===== src/rtl/theta_slice_stage.sv =====
// Column-parity mixing stage: streams the slice memory once, writing each slice back with
// the column-parity correction applied. In-place safe: every slice is read before it is written.
module theta_slice_stage #(
   parameter int unsigned DEPTH = 64,
   parameter int unsigned AW    = 6
) (
   input  logic          clk,
   input  logic          rst,
   input  logic          start,
   output logic          rd_en,
   output logic [AW-1:0] rd_addr,
   input  logic [24:0]   rd_data,
   output logic          wr_en,
   output logic [AW-1:0] wr_addr,
   output logic [24:0]   wr_data,
   output logic          busy,
   output logic          done
);

   localparam logic [2:0] S_IDLE     = 3'd0;
   localparam logic [2:0] S_PRE_READ = 3'd1;
   localparam logic [2:0] S_PRE_CAP  = 3'd2;
   localparam logic [2:0] S_READ     = 3'd3;
   localparam logic [2:0] S_WRITE    = 3'd4;
   localparam logic [2:0] S_DONE     = 3'd5;

   localparam logic [AW-1:0] ZLAST = AW'(DEPTH - 1);

   if (DEPTH > (1 << AW)) begin : g_bad_params
      $error("AW too small for DEPTH");
   end

   logic [2:0]    state_q, state_d;
   logic [AW-1:0] z_q, z_d;
   logic [4:0]    cprev_q, cprev_d;

   function automatic logic [4:0] col_parity(input logic [24:0] s);
      return s[4:0] ^ s[9:5] ^ s[14:10] ^ s[19:15] ^ s[24:20];
   endfunction

   // cp is the column parity of slice z-1; the returned correction is replicated over all rows.
   function automatic logic [24:0] theta_slice(input logic [24:0] s, input logic [4:0] cp);
      logic [4:0] c;
      logic [4:0] d;
      c    = col_parity(s);
      d[0] = c[4] ^ cp[1];
      d[1] = c[0] ^ cp[2];
      d[2] = c[1] ^ cp[3];
      d[3] = c[2] ^ cp[4];
      d[4] = c[3] ^ cp[0];
      return s ^ {d, d, d, d, d};
   endfunction

   always_comb begin
      state_d = state_q;
      z_d     = z_q;
      cprev_d = cprev_q;
      unique case (state_q)
         S_IDLE: begin
            if (start) state_d = S_PRE_READ;
         end
         S_PRE_READ: state_d = S_PRE_CAP;
         S_PRE_CAP: begin
            // Parity of the last slice, taken from original data, seeds slice 0.
            cprev_d = col_parity(rd_data);
            z_d     = '0;
            state_d = S_READ;
         end
         S_READ: state_d = S_WRITE;
         S_WRITE: begin
            cprev_d = col_parity(rd_data);
            if (z_q == ZLAST) begin
               state_d = S_DONE;
            end else begin
               z_d     = z_q + AW'(1);
               state_d = S_READ;
            end
         end
         S_DONE:  state_d = S_IDLE;
         default: state_d = S_IDLE;
      endcase
   end

   always_ff @(posedge clk or negedge rst) begin
      if (!rst) begin
         state_q <= S_IDLE;
         z_q     <= '0;
         cprev_q <= '0;
      end else begin
         state_q <= state_d;
         z_q     <= z_d;
         cprev_q <= cprev_d;
      end
   end

   // Strobes decode straight from state so an asynchronous reset drops them at once.
   always_comb begin
      rd_en   = 1'b0;
      rd_addr = '0;
      wr_en   = 1'b0;
      wr_addr = '0;
      wr_data = '0;
      done    = 1'b0;
      busy    = (state_q != S_IDLE);
      unique case (state_q)
         S_PRE_READ: begin
            rd_en   = 1'b1;
            rd_addr = ZLAST;
         end
         S_READ: begin
            rd_en   = 1'b1;
            rd_addr = z_q;
         end
         S_WRITE: begin
            wr_en   = 1'b1;
            wr_addr = z_q;
            wr_data = theta_slice(rd_data, cprev_q);
         end
         S_DONE:  done = 1'b1;
         default: ;
      endcase
   end

endmodule


===== config.mk =====
export PLATFORM = sky130hd
export DESIGN_NAME = theta_slice_stage
export DESIGN_NICKNAME = d
export VERILOG_FILES = /design/src/rtl/theta_slice_stage.sv
export SDC_FILE = /design/constraint.sdc
export NUM_CORES = 1
export LEC_CHECK = 0
export CAP_MARGIN = 10
export CELL_PAD_IN_SITES_DETAIL_PLACEMENT = 0
export CELL_PAD_IN_SITES_GLOBAL_PLACEMENT = 1
export CORE_UTILIZATION = 29
export DETAILED_ROUTE_END_ITERATION = 10
export PLACE_DENSITY_LB_ADDON = 0.1
export SLEW_MARGIN = 30
export SYNTH_ARGS = -nofsm -noshare
export SYNTH_HDL_FRONTEND = slang
export SYNTH_SLANG_ARGS = --single-unit

===== constraint.sdc =====
create_clock -name clk -period 1.6 [get_ports clk]
set_input_delay 0.16 -clock clk [delete_from_list [all_inputs] [get_ports clk]]
set_output_delay 0.16 -clock clk [all_outputs]
set_load 0.01 [all_outputs]

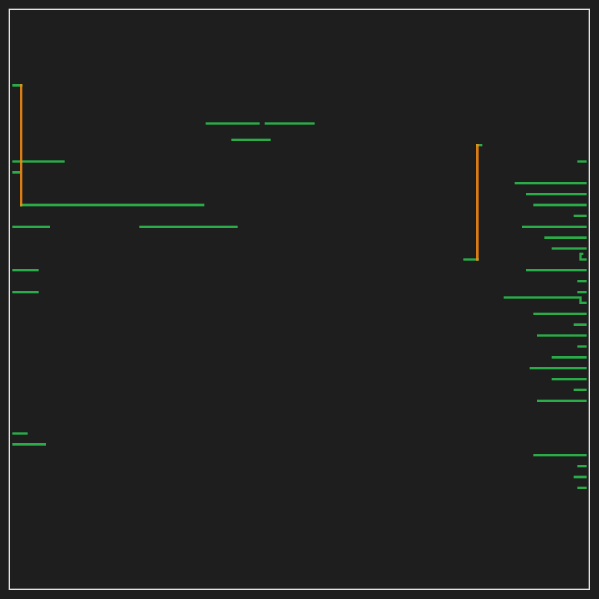
(routed metal, one colour a layer)
(8 px per um) Two of the layers only.
layer	colour	wire length
met4	orange	29.2 um
met3	green	186 um

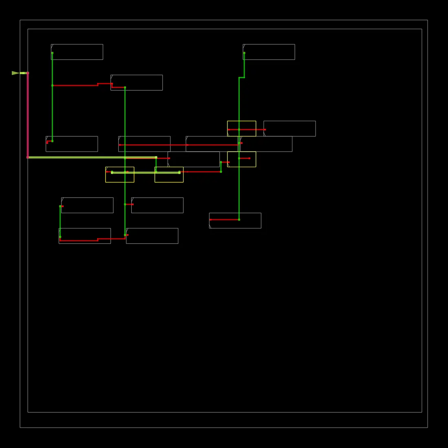
(clock wiring as the flow saved it)
reported clock group power: 344 uW
source-to-sink clock delay at the later pin of the worst-skew pair: 0.24 ns
count of clock buffers in the final design: 4

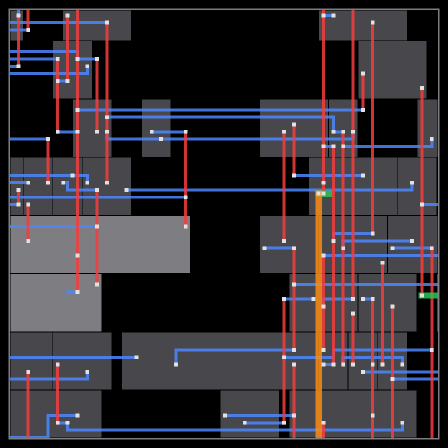
(zoomed window)
Region (44, 44) to (64, 64) um. Cells in grey, sequential cells in the stronger grey; small squares are vias.
layer	colour
met3	green
met4	orange
met1	blue
met2	red
netlist names of flops here include	z_q (1)
cells with their middle in the window	28
sequential cells in the window	1
most frequent	buf_4 (6), nor2_1 (5), xnor2_1 (3)

==> results.txt <==
Summary of the current implementation state.

- The run finished, with violations left.
- The final reports fail on setup timing.
- Setup slack on the worst path after placement came out at -0.981 ns.
- The layout stage reports a final design area of around 2700 um2.
- The floorplan step records an initial core utilization of between 30% and 40%.
- Sequential elements use about a quarter of the synthesized area.
- The flow measured a signed area growth from synthesis to layout of 89.7%.
- The required time at the worst-slack endpoint is 1.44 ns, for reference.
- The clock root buffer is sky130_fd_sc_hd__clkbuf_8, for reference.
- After detailed placement, the design holds a cell count of around 330.
- The first-pass detailed-route iteration total is 4, for reference.
- The flow reported a cell area power density of 1120 nW/um2.
- After layout the clock buffers and inverters come to around 2% of cell area.
- The post-synthesis simple-gate area fraction is ~17%, for reference.
- Counting the buffers created by CTS gives 3.
- The setup slack after layout is -0.226 ns, for reference.
- Per the finish-stage timing summary, setup violations number 25.
- Wire segments on met3 add up to approximately 190 um in the final route.
- According to the timing report, the arrival time at the worst endpoint equals between 1.5 and 2 ns.
- Across the routed clock network, the largest skew measured is 0.00421 ns.
- The highest layer touched by signal routing is met4.
- The met1 wire length is between 1500 and 2000 um, for reference.
- According to the floorplan report, the die height is 72.3 um.
- The post-route non-filler standard cell count is about 360, for reference.
- The per-cell via count in the routed design is 4.35, for reference.
- Among all stages on the critical path, the maximum delay recorded is between 0.4 and 0.5 ns.
- The sequential share of cell area is roughly an eighth, for reference.
- The placer's final routability congestion estimate is 0.889, for reference.
- Per the log, the first TritonRoute iteration ended with a DRC count of 24.
- The number of nets in the synthesized netlist is about 190.
- STA lists the maximum fanout along the critical path as 4.
- The element type at the critical path end is a primary output, for reference.
- The total buffers and inverters traversed by the critical path is 3, for reference.
- Of the total synthesized cell area, the portion taken by XOR and XNOR cells is 42.8%.
- The worst register-to-register path ends at z_q[0].
- Summed over all instances, the cell type with the most area after synthesis is sky130_fd_sc_hd__xnor2_1.
- The final sequential cell count is 14, for reference.
- The portion of synthesized area spent on multiplexers is roughly 4.6%.
- The met2 wirelength from detailed routing is 2230 um, for reference.
- The area of the placeable core is about 4800 um2, for reference.
- The horizontal die dimension reported for this design is between 70 and 80 um.
- The sum of net half-perimeters after detailed placement is between 3000 and 4000 um, for reference.
- The synthesized netlist occupies a cell area of between 1000 and 1500 um2.
==> through the flow <==
step	utilization (%)	total power [uW]
floorplan	-	1390
global placement	52.9	2350
detailed placement	52.9	2390
CTS	55.8	2910
global route	57.2	3240
finish	57.2	3050
==> placed cells by master, fill, tap and decap left out, drive strengths merged, types with 2 or more instances in the layout <==
cell type	n
buf	93
xnor2	41
nor2	39
dlygate4sd2	17
clkbuf	16
dfrtp	14
inv	9
a21oi	7
xor3	6
mux2	5
dlymetal6s2s	5
xnor3	4
nand4	4
clkdlybuf4s50	4
clkdlybuf4s15	4
nand2	3
a31oi	2
and4	2
o21ai	2
o31ai	2
==> report_power, final <==
part | internal, uW | leakage [uW] | switching [uW]
combinational | 1350 | 0.00129 | 938
sequential | 387 | 0.000162 | 29.3
clock | 218 | 0.0000288 | 127
No activity file was given, so power comes from the tool's default toggle rates.
